===== src/rtl/pht_predictor.sv =====
// Pattern-history-table branch predictor: 2-bit saturating counters indexed by
// {PC_ROW, column}, with an in-order queue of in-flight branches for training.
module pht_predictor #(
    parameter int HIST_W = 4,
    parameter int ROW_W  = 2,
    parameter int QDEPTH = 4
) (
    input  logic              CLOCK,
    input  logic              INIT,
    input  logic [HIST_W-1:0] column,
    input  logic [ROW_W-1:0]  PC_ROW,
    input  logic              PREDICT_REQ,
    output logic              PRED_VALID,
    output logic              PREDICTION,
    input  logic              RESOLVE,
    input  logic              OUTCOME,
    output logic              MISPREDICT,
    output logic              STALL
);

    localparam int IDX_W = ROW_W + HIST_W;
    localparam int TBL_N = 1 << IDX_W;
    localparam int PTR_W = (QDEPTH > 1) ? $clog2(QDEPTH) : 1;
    localparam int CNT_W = PTR_W + 1;
    localparam logic [CNT_W-1:0] CNT_FULL = CNT_W'(QDEPTH);
    localparam logic [CNT_W-1:0] CNT_ONE  = CNT_W'(1);
    localparam logic [CNT_W-1:0] CNT_ZERO = CNT_W'(0);
    localparam logic [PTR_W-1:0] PTR_ONE  = PTR_W'(1);
    localparam logic [PTR_W-1:0] PTR_ZERO = PTR_W'(0);

    function automatic logic [1:0] sat_update(input logic [1:0] ctr, input logic taken);
        logic [1:0] res;
        res = ctr;
        if (taken) begin
            if (ctr != 2'b11) res = ctr + 2'b01;
            else              res = ctr;
        end else begin
            if (ctr != 2'b00) res = ctr - 2'b01;
            else              res = ctr;
        end
        return res;
    endfunction

    logic [1:0]       table_q [TBL_N];
    logic [IDX_W-1:0] q_idx_q [QDEPTH];
    logic             q_pred_q[QDEPTH];
    logic [PTR_W-1:0] rd_ptr_q, wr_ptr_q;
    logic [CNT_W-1:0] count_q, count_d;

    logic [IDX_W-1:0] req_idx_s, head_idx_s;
    logic             head_pred_s, pop_s, push_s, req_pred_s;
    logic [1:0]       new_ctr_s;

    // Accept/pop decisions, head-of-queue training value and next occupancy.
    always_comb begin
        req_idx_s   = {PC_ROW, column};
        req_pred_s  = table_q[req_idx_s][1];
        pop_s       = RESOLVE && (count_q != CNT_ZERO);
        push_s      = PREDICT_REQ && ((count_q != CNT_FULL) || pop_s);
        head_idx_s  = q_idx_q[rd_ptr_q];
        head_pred_s = q_pred_q[rd_ptr_q];
        new_ctr_s   = sat_update(table_q[head_idx_s], OUTCOME);
        count_d     = count_q;
        case ({push_s, pop_s})
            2'b10:   count_d = count_q + CNT_ONE;
            2'b01:   count_d = count_q - CNT_ONE;
            default: count_d = count_q;
        endcase
    end

    // Table training, queue bookkeeping and registered outputs; the prediction
    // reads the table before this edge's update lands (read-before-write).
    always_ff @(posedge CLOCK) begin
        if (INIT) begin
            for (int i = 0; i < TBL_N; i++) table_q[i] <= 2'b01;
            for (int j = 0; j < QDEPTH; j++) begin
                q_idx_q[j]  <= {IDX_W{1'b0}};
                q_pred_q[j] <= 1'b0;
            end
            rd_ptr_q   <= PTR_ZERO;
            wr_ptr_q   <= PTR_ZERO;
            count_q    <= CNT_ZERO;
            PRED_VALID <= 1'b0;
            PREDICTION <= 1'b0;
            MISPREDICT <= 1'b0;
            STALL      <= 1'b0;
        end else begin
            if (pop_s) begin
                table_q[head_idx_s] <= new_ctr_s;
                rd_ptr_q            <= rd_ptr_q + PTR_ONE;
            end
            if (push_s) begin
                q_idx_q[wr_ptr_q]  <= req_idx_s;
                q_pred_q[wr_ptr_q] <= req_pred_s;
                wr_ptr_q           <= wr_ptr_q + PTR_ONE;
            end
            count_q    <= count_d;
            PRED_VALID <= push_s;
            PREDICTION <= push_s ? req_pred_s : 1'b0;
            MISPREDICT <= pop_s && (OUTCOME != head_pred_s);
            STALL      <= (count_d == CNT_FULL);
        end
    end

endmodule


===== config.mk =====
export PLATFORM = sky130hd
export DESIGN_NAME = pht_predictor
export DESIGN_NICKNAME = d
export VERILOG_FILES = /design/src/rtl/pht_predictor.sv
export SDC_FILE = /design/constraint.sdc
export NUM_CORES = 1
export LEC_CHECK = 0
export CORE_AREA = 2 2 123 125
export CTS_BUF_LIST = sky130_fd_sc_hd__clkbuf_8 sky130_fd_sc_hd__clkbuf_16
export CTS_CLUSTER_SIZE = 10
export DETAILED_ROUTE_END_ITERATION = 8
export DIE_AREA = 0 0 125 127
export GPL_TIMING_DRIVEN = 1
export PLACE_DENSITY = 0.79
export SLEW_MARGIN = 10
export SYNTH_ARGS = -nofsm -noshare
export SYNTH_HDL_FRONTEND = slang
export SYNTH_SLANG_ARGS = --single-unit

===== constraint.sdc =====
create_clock -name CLOCK -period 4.8 [get_ports CLOCK]
set_clock_uncertainty 0.2 [all_clocks]
set_input_delay 0.96 -clock CLOCK [delete_from_list [all_inputs] [get_ports CLOCK]]
set_output_delay 0.96 -clock CLOCK [all_outputs]
set_load 0.1 [all_outputs]

==> flow_summary.yaml, run 1 <==
# physical design summary
cells_and_area:
  comb_area_um2: 3596
  areaGrowthSynthToFinish_pct: 8.765
  regArea_um2: 4945
  antenna_cells: 0
  drive_above_1_share_pct: 17.27
  fin_cells: 983
worst_hold_path:
  min_to: "rd_ptr_q[1]"
  hp-start: "rd_ptr_q[1]"
  holdPathStages: 2
  worstHoldPathType: "flip-flop to flip-flop"
grt:
  grtUsageTotal_pct: 30.76
  grt_overflow_total: 0
  grt_pass1_vias: 6668
  antenna_found_initial: 0
  grt_pass1_wl_um: 36880
  grt_max_degree: 63
yosys:
  ys_sh_simple_pct: 22.10
  edf_count: 156
  ys_area_um2: 8922
  synth.cellmix.xorXnorShare_pct: 0.5890
  avgSynthCellArea_um2: 11.21
  mux_area_share_pct: 10.32
  synthTopLogicFamily: "simple AND/OR/NAND/NOR gates"
  ys_async_sr_fraction_pct: 0
  ys.flop_type: "edfxtp_1"
  syn_area_um2: 8922
  yosysWarnings: 0
  synthAoiAreaFrac_pct: 6.815
  syn_nets: 808
  adder_share_pct: 0.4628
  yosys-stat-cells: 796
  synth.distinct_cells: 55
  ys_seq_share_pct: 55.42
critical_path:
  worst_ep_required_time_ns: 4.74
  slowest_delay_ns: 0.77
  critical_path_buf_inv_count: 1
  cp_top_family: "simple AND/OR/NAND/NOR gates"
  ff2ff_path_depth: 10
  end_kind: "flip-flop"
  cp_max_fo: 36
  crit_arrival_ns: 4.27
  regToRegEndpoint: "table_q[59][0]"
  cp_slowest_cell: "mux4_2"
  worstSetupPathType: "flip-flop to flip-flop"
  critPathLaunchType: "flip-flop"
  cp_cell_sequence: "mux4_2 > and2_1 > a221oi_1 > o32ai_1 > nand2_1 > o311ai_1 > nor3_1 > maj3_2 > buf_4 > nand4_1"
power:
  vdd_drop_max_mv: 0.4112
  powerDensity_nw_per_um2: 510.2
  p_leak_nw: 3.064
sta:
  holdWs_ns: 0.2990
  setup-tns-final_ns: 0
  hold_viol: 0
  relSlewSlack_pct: 15.85
  setup_viol_count_final: 0
  post-route-period-util_pct: 90.26
  rsz0062_at_grt: "no"
  drv_slew: 0
  tightest_slew_ns: 1.260
cts:
  cts_tree: "yes"
  htreeDepth: 4
  cts_hold_buf: 0
  ctsResizeCount: 0
  numCtsBuffers: 17
  clk_latency_ns: 0.43
  cts_setup_buffers: 0
  cts_buffer_depth: 2
  clk_pin_slew_ns: 0.07
  cts_sinks: 169
placement:
  dp_cells: 951
  place_hpwl_um: 15260
  gp_congestion: 1.022
  numPortBuffers: 14
floorplan:
  chipArea_um2: 15880
  initCoreUtil_pct: 61.86
  die_w_um: 125
  ioPinCount: 15
outcome:
  outcome: "finished, final reports clean"
detailed_routing:
  dr.pass1.iters: 6
  drt_wl_total_um: 23890
  wire_per_inst_um: 24.30
  vias: 6755
  ant_nets: 0
  drc: 0
run:
  warning_count: 26
  maxCapViolations: 0
run 1: registers in the layout, summed over array words and instances (netlist names), 2 cells and up, named ones only:
| name | flops |
|---|---|
| q_pred_q | 4 |
| table_q | 128 |
| count_q | 3 |
| wr_ptr_q | 2 |
| q_idx_q | 24 |
| rd_ptr_q | 2 |
run 1: synth_stat cells, types with 2 or more instances:
library cell	instances	area share, %
and3_1	2	0.14
mux2_2	12	1.5
o21ai_0	10	0.56
and2_0	2	0.14
nand2b_1	36	2.5
clkbuf_1	39	1.6
a21oi_1	11	0.62
a221oi_1	13	1.3
or2_2	33	2.3
nor2b_1	10	0.70
nor2_1	82	3.4
xnor2_1	5	0.49
a211oi_1	5	0.42
o311ai_1	2	0.20
a31o_2	2	0.20
a32oi_1	4	0.39
buf_2	15	0.84
nor4_1	2	0.14
edfxtp_1	156	53
nand2_1	107	4.5
o211ai_1	2	0.17
nor3_1	42	2.4
nor4b_1	2	0.20
a31oi_1	3	0.21
and2_1	33	2.3
a221o_1	2	0.22
o22ai_1	3	0.21
mux4_2	30	7.6
buf_1	2	0.084
nand4_1	2	0.14
dfxtp_1	13	2.9
buf_6	7	0.88
o32ai_1	2	0.20
mux2i_1	11	1.2
nand3_1	45	2.5
inv_1	4	0.17
a22o_1	2	0.20
buf_4	8	0.67
a22oi_1	17	1.4
or3_1	3	0.21
run 1: worst register-to-register path, delay by kind of cell (launching register included):
family          cells  cell delay, ns
compound gates      3            0.73
simple gates        4            1.19
flops               1            0.49
mux                 1            0.77
fa+ha+maj           1            0.29
buf+inv             1            0.36
run 1: per-stage QoR:
step           power, mW  area (µm²)
2_1_floorplan      3.197        8922
3_3_place_gp       3.528        9131
3_5_place_dp       3.562        9131
4_1_cts            4.886        9704
5_1_grt            5.100        9704
6_report           4.951        9704
run 1: per-layer routing:
metal  vias up  wire length [µm]  global-route usage (%)
li1       2883                 -                       -
met1      3191              8241                   39.23
met2       574             11380                   50.48
met3       107              3161                   7.873
met4         0              1102                   13.40
met5         -                 0                       0
run 1: cell usage in the layout (no fill, tap or decap), types with 17 or more instances in the layout:
cell type,instances
a22oi_1,17
and2_1,33
buf_4,28
clkbuf_16,17
edfxtp_1,156
mux4_2,30
nand2_1,107
nand2b_1,36
nand3_1,45
nor2_1,82
nor3_1,42
or2_2,33
run 1: power breakdown:
part	switching (mW)	total, mW	leakage, nW	internal [mW]
Sequential	0.0624	1.75	1.49	1.69
Clock	0.571	1.34	0.272	0.772
Combinational	1.33	1.86	1.30	0.525
Total	1.97	4.95	3.06	2.98
run 1: final cells by class:
cell class	count	area share, %
Clock buffer	18	4.526
Multi-Input combinational cell	552	37.06
Sequential cell	169	50.95
Clock inverter	14	1.380
Inverter	4	0.1547
Tap cell	184	2.372
Timing Repair Buffer	42	3.559
run 1: worst max path at each step:
stage | to | slack [ns] | depth (start not counted)
floorplan | q_pred_q[0] | 1.22 | 5
global placement | q_pred_q[0] | 0.51 | 5
detailed placement | q_pred_q[1] | 0.53 | 5
CTS | table_q[59][0] | 0.53 | 10
global route | table_q[59][0] | 0.26 | 10
finish | table_q[59][0] | 0.47 | 10
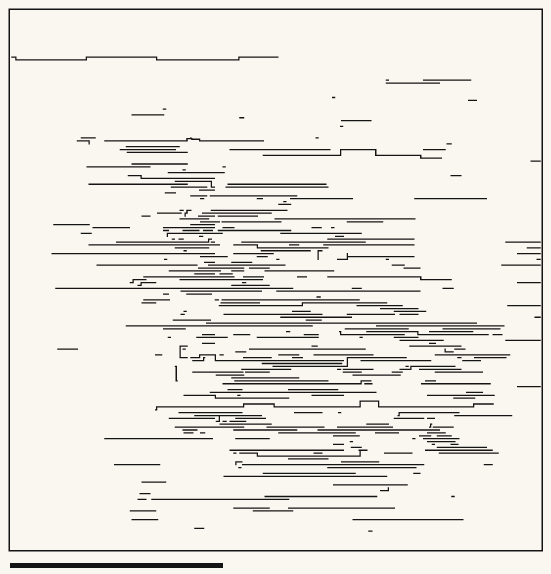
Run 1: the metal 3 layer
Bar = 50 µm.
- main direction: horizontal
- nets with wire on the layer: 162

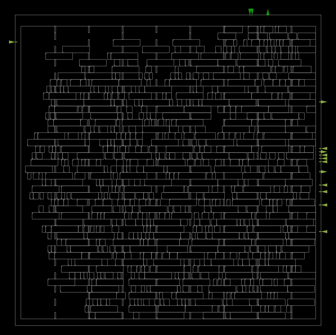
Run 1: cell outlines without signal wires
cell row count: 44
sequential share of cell area: 50.95%
tap cells: 184
total core area: 14420 µm²
fill count: 1047

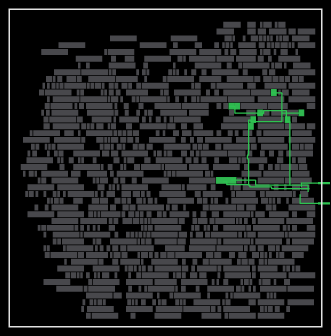
Run 1: nets reached from selected ports
- green: PC_ROW (direction input; end cells 9; buffers 2; wire 216 µm)

==> run 2: changes to the inputs <==
Settings changed: CORE_AREA 2 2 123 125 to 2 2 153 155, DIE_AREA 0 0 125 127 to 0 0 155 157, PLACE_DENSITY 0.79 to unset.
Clock period 4.8 ns to 3.9 ns, I/O delays scaled along.
==> run 2 against run 1 <==
Against the previous run:
- combinational power is 41% higher
- area after synthesis stayed put
- register-to-register slack worse by 0.31 ns
- highest routed layer unchanged
- maximum frequency is 16% higher
- via count is 4.3% lower
- critical path type unchanged
- utilization is 22 points lower
==> flow_summary.yaml, run 2 <==
# physical design summary
placement:
  place_hpwl_um: 16740
  gp_congestion: 0.9525
  numPortBuffers: 14
  placed_area_um2: 9548
critical_path:
  worst_ep_required_time_ns: 3.95
  end_kind: "flip-flop"
  slowest_delay_ns: 0.69
  cp_slowest_cell: "mux4_2"
  crit_arrival_ns: 3.80
  worstSetupPathType: "flip-flop to flip-flop"
  cp_max_fo: 37
  critPathLaunchType: "flip-flop"
  cp_cell_sequence: "buf_12 > mux4_2 > or3_1 > nor3_1 > nor3_1 > o211ai_1 > nor3_1 > buf_4 > maj3_2 > buf_12 > nor3_1"
floorplan:
  die_w_um: 155
  core_area_um2: 22500
  ioPinCount: 15
  initCoreUtil_pct: 39.65
run:
  warning_count: 26
yosys:
  synth_top_area_share_pct: 52.50
  largest_area_cell: "edfxtp_1"
  yosysWarnings: 0
  ys_area_um2: 8922
  ys_seq_share_pct: 55.42
  yosys-stat-cells: 796
  most_common_cell: "edfxtp_1"
  syn_area_um2: 8922
  yosys-top-cells-count: "edfxtp_1 (156), nand2_1 (107), nor2_1 (82)"
  edf_count: 156
  avgSynthCellArea_um2: 11.21
  synth_cells: 796
  ys_async_sr_fraction_pct: 0
  ys.flop_type: "edfxtp_1"
  top_cells_by_area: "edfxtp_1 (53%), mux4_2 (7.6%), nand2_1 (4.5%)"
detailed_routing:
  dr.pass1.iters: 5
  drc: 0
  ant_nets: 0
  wire_per_inst_um: 21.62
  vias: 6465
  drt_wl_total_um: 23980
sta:
  relSlewSlack_pct: 23.10
  setup-tns-final_ns: 0
  hold_viol: 0
  rsz0062_at_grt: "no"
  post-route-period-util_pct: 95.96
  setup_viol_count_final: 0
  drv_slew: 0
  tightest_slew_ns: 1.137
  holdWs_ns: 0.2791
cells_and_area:
  final_layout_top_logic_cells: "edfxtp_1 (156), nand2_1 (107), nor2_1 (82)"
  regArea_um2: 4945
  antenna_cells: 0
  areaGrowthSynthToFinish_pct: 13.17
  comb_area_um2: 3608
  largest-register: "table_q"
  finalInstanceArea_um2: 10100
  reg_top3: "table_q x128, q_idx_q x24, q_pred_q x4"
  largest_register_ffs: 128
cts:
  htreeDepth: 4
  clk_pin_slew_ns: 0.07
  cts_sinks: 169
  cts_buffer_depth: 2
  clk_latency_ns: 0.43
  cts_tree: "yes"
  numCtsBuffers: 17
grt:
  grt_pass1_wl_um: 37220
  antenna_found_initial: 0
  grtUsageTotal_pct: 20.33
  grt_overflow_total: 0
  grt_max_degree: 38
  grt_pass1_vias: 6269
power:
  p_leak_nw: 3.214
  vdd_drop_max_mv: 0.3978
worst_hold_path:
  worstHoldPathType: "flip-flop to flip-flop"
outcome:
  outcome: "finished, final reports clean"
-- run 2: logic make-up (layout without fill, tap and decap cells) --
family	Yosys count	after routing	share of synthesized area, %
AOI/OAI and AO/OA	84	84	6.816
xor gates and xnor gates	6	6	0.5890
adders and majority gates	3	3	0.4628
buffers and inverters	75	103	4.291
DFF	169	169	55.42
muxes	53	53	10.32
and+or+nand+nor	406	406	22.10
-- run 2: power by group --
group | total (mW) | switching [mW] | internal, mW
clock network | 1.57 | 0.704 | 0.866
registers | 2.15 | 0.0752 | 2.08
logic | 2.62 | 1.70 | 0.924
-- run 2: layout make-up --
cell class | count | share of cell area (%)
flip-flops and latches | 169 | 48.97
multi-input cells | 552 | 35.74
repair buffers | 67 | 6.270
clock buffers | 17 | 4.213
well taps | 285 | 3.532
clock inverters | 15 | 1.128
inverters | 4 | 0.1487
-- run 2: worst max-delay path, delay by kind of cell, from the launching register on --
kind | cells | cell delay, ns
multiplexers | 1 | 0.69
buffers and inverters | 3 | 0.52
AND-OR/OR-AND | 1 | 0.10
flip-flops | 1 | 0.39
AND/OR/NAND/NOR | 5 | 1.28
adder cells (fa/ha/maj) | 1 | 0.36
-- run 2: path summary, 6_finish.rpt --
kind,slack (ns),end,startpoint,depth (start not counted)
min reg2reg,0.28,flip-flop,rd_ptr_q[1],2
max,0.16,table_q[58][1],flip-flop,11
min,0.28,flip-flop,rd_ptr_q[1],2
max reg2reg,0.16,table_q[58][1],flip-flop,11
-- run 2: timing repair --
| action | CTS | global route |
|---|---|---|
| endpoints found under the setup margin | 0 | 83 |
| resized | 0 | 1 |
| buffers inserted | 0 | 1 |
| hold buffers | 0 | 0 |
-- run 2: metrics by stage --
step           std cells  util (%)
2_1_floorplan        796         -
6_report            1109     44.87
5_1_grt             1109     44.87
4_1_cts             1108     44.83
3_5_place_dp        1076     42.43
3_3_place_gp        1076     42.43
-- run 2: per-layer routing --
| layer | track usage (%) | up-vias | share of wire (%) |
|---|---|---|---|
| met3 | 3.910 | 53 | 6.9 |
| met1 | 27.93 | 3201 | 44 |
| met5 | 0 | - | 0 |
| li1 | - | 2938 | - |
| met4 | 8.025 | 0 | 3.1 |
| met2 | 31.96 | 273 | 46 |
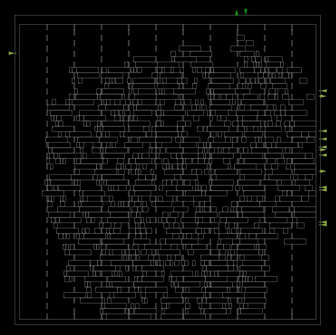
Run 2: cell outlines without signal wires
cell row count: 55
sequential share of cell area: 48.97%
final core area utilization: 44.87%
fill count: 2049

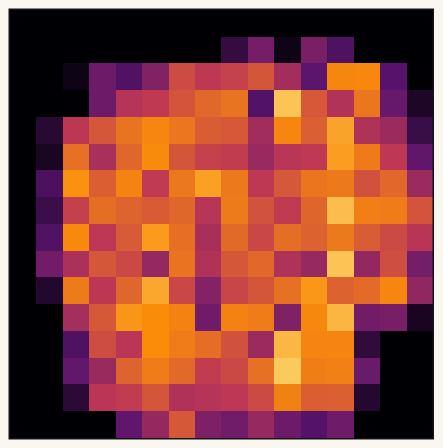
Run 2: local utilization
The die is cut into 16 by 16 equal tiles; black is low, pale yellow is high, 0 to 100% covered.
- emptiest ninth of the die: north-west
- nearly empty tiles: 24%
- fullest tile: 88%
- mean over tiles: 40%
- tiles over 75% full: 5.9%

Power is estimated from default activity; no workload was simulated.
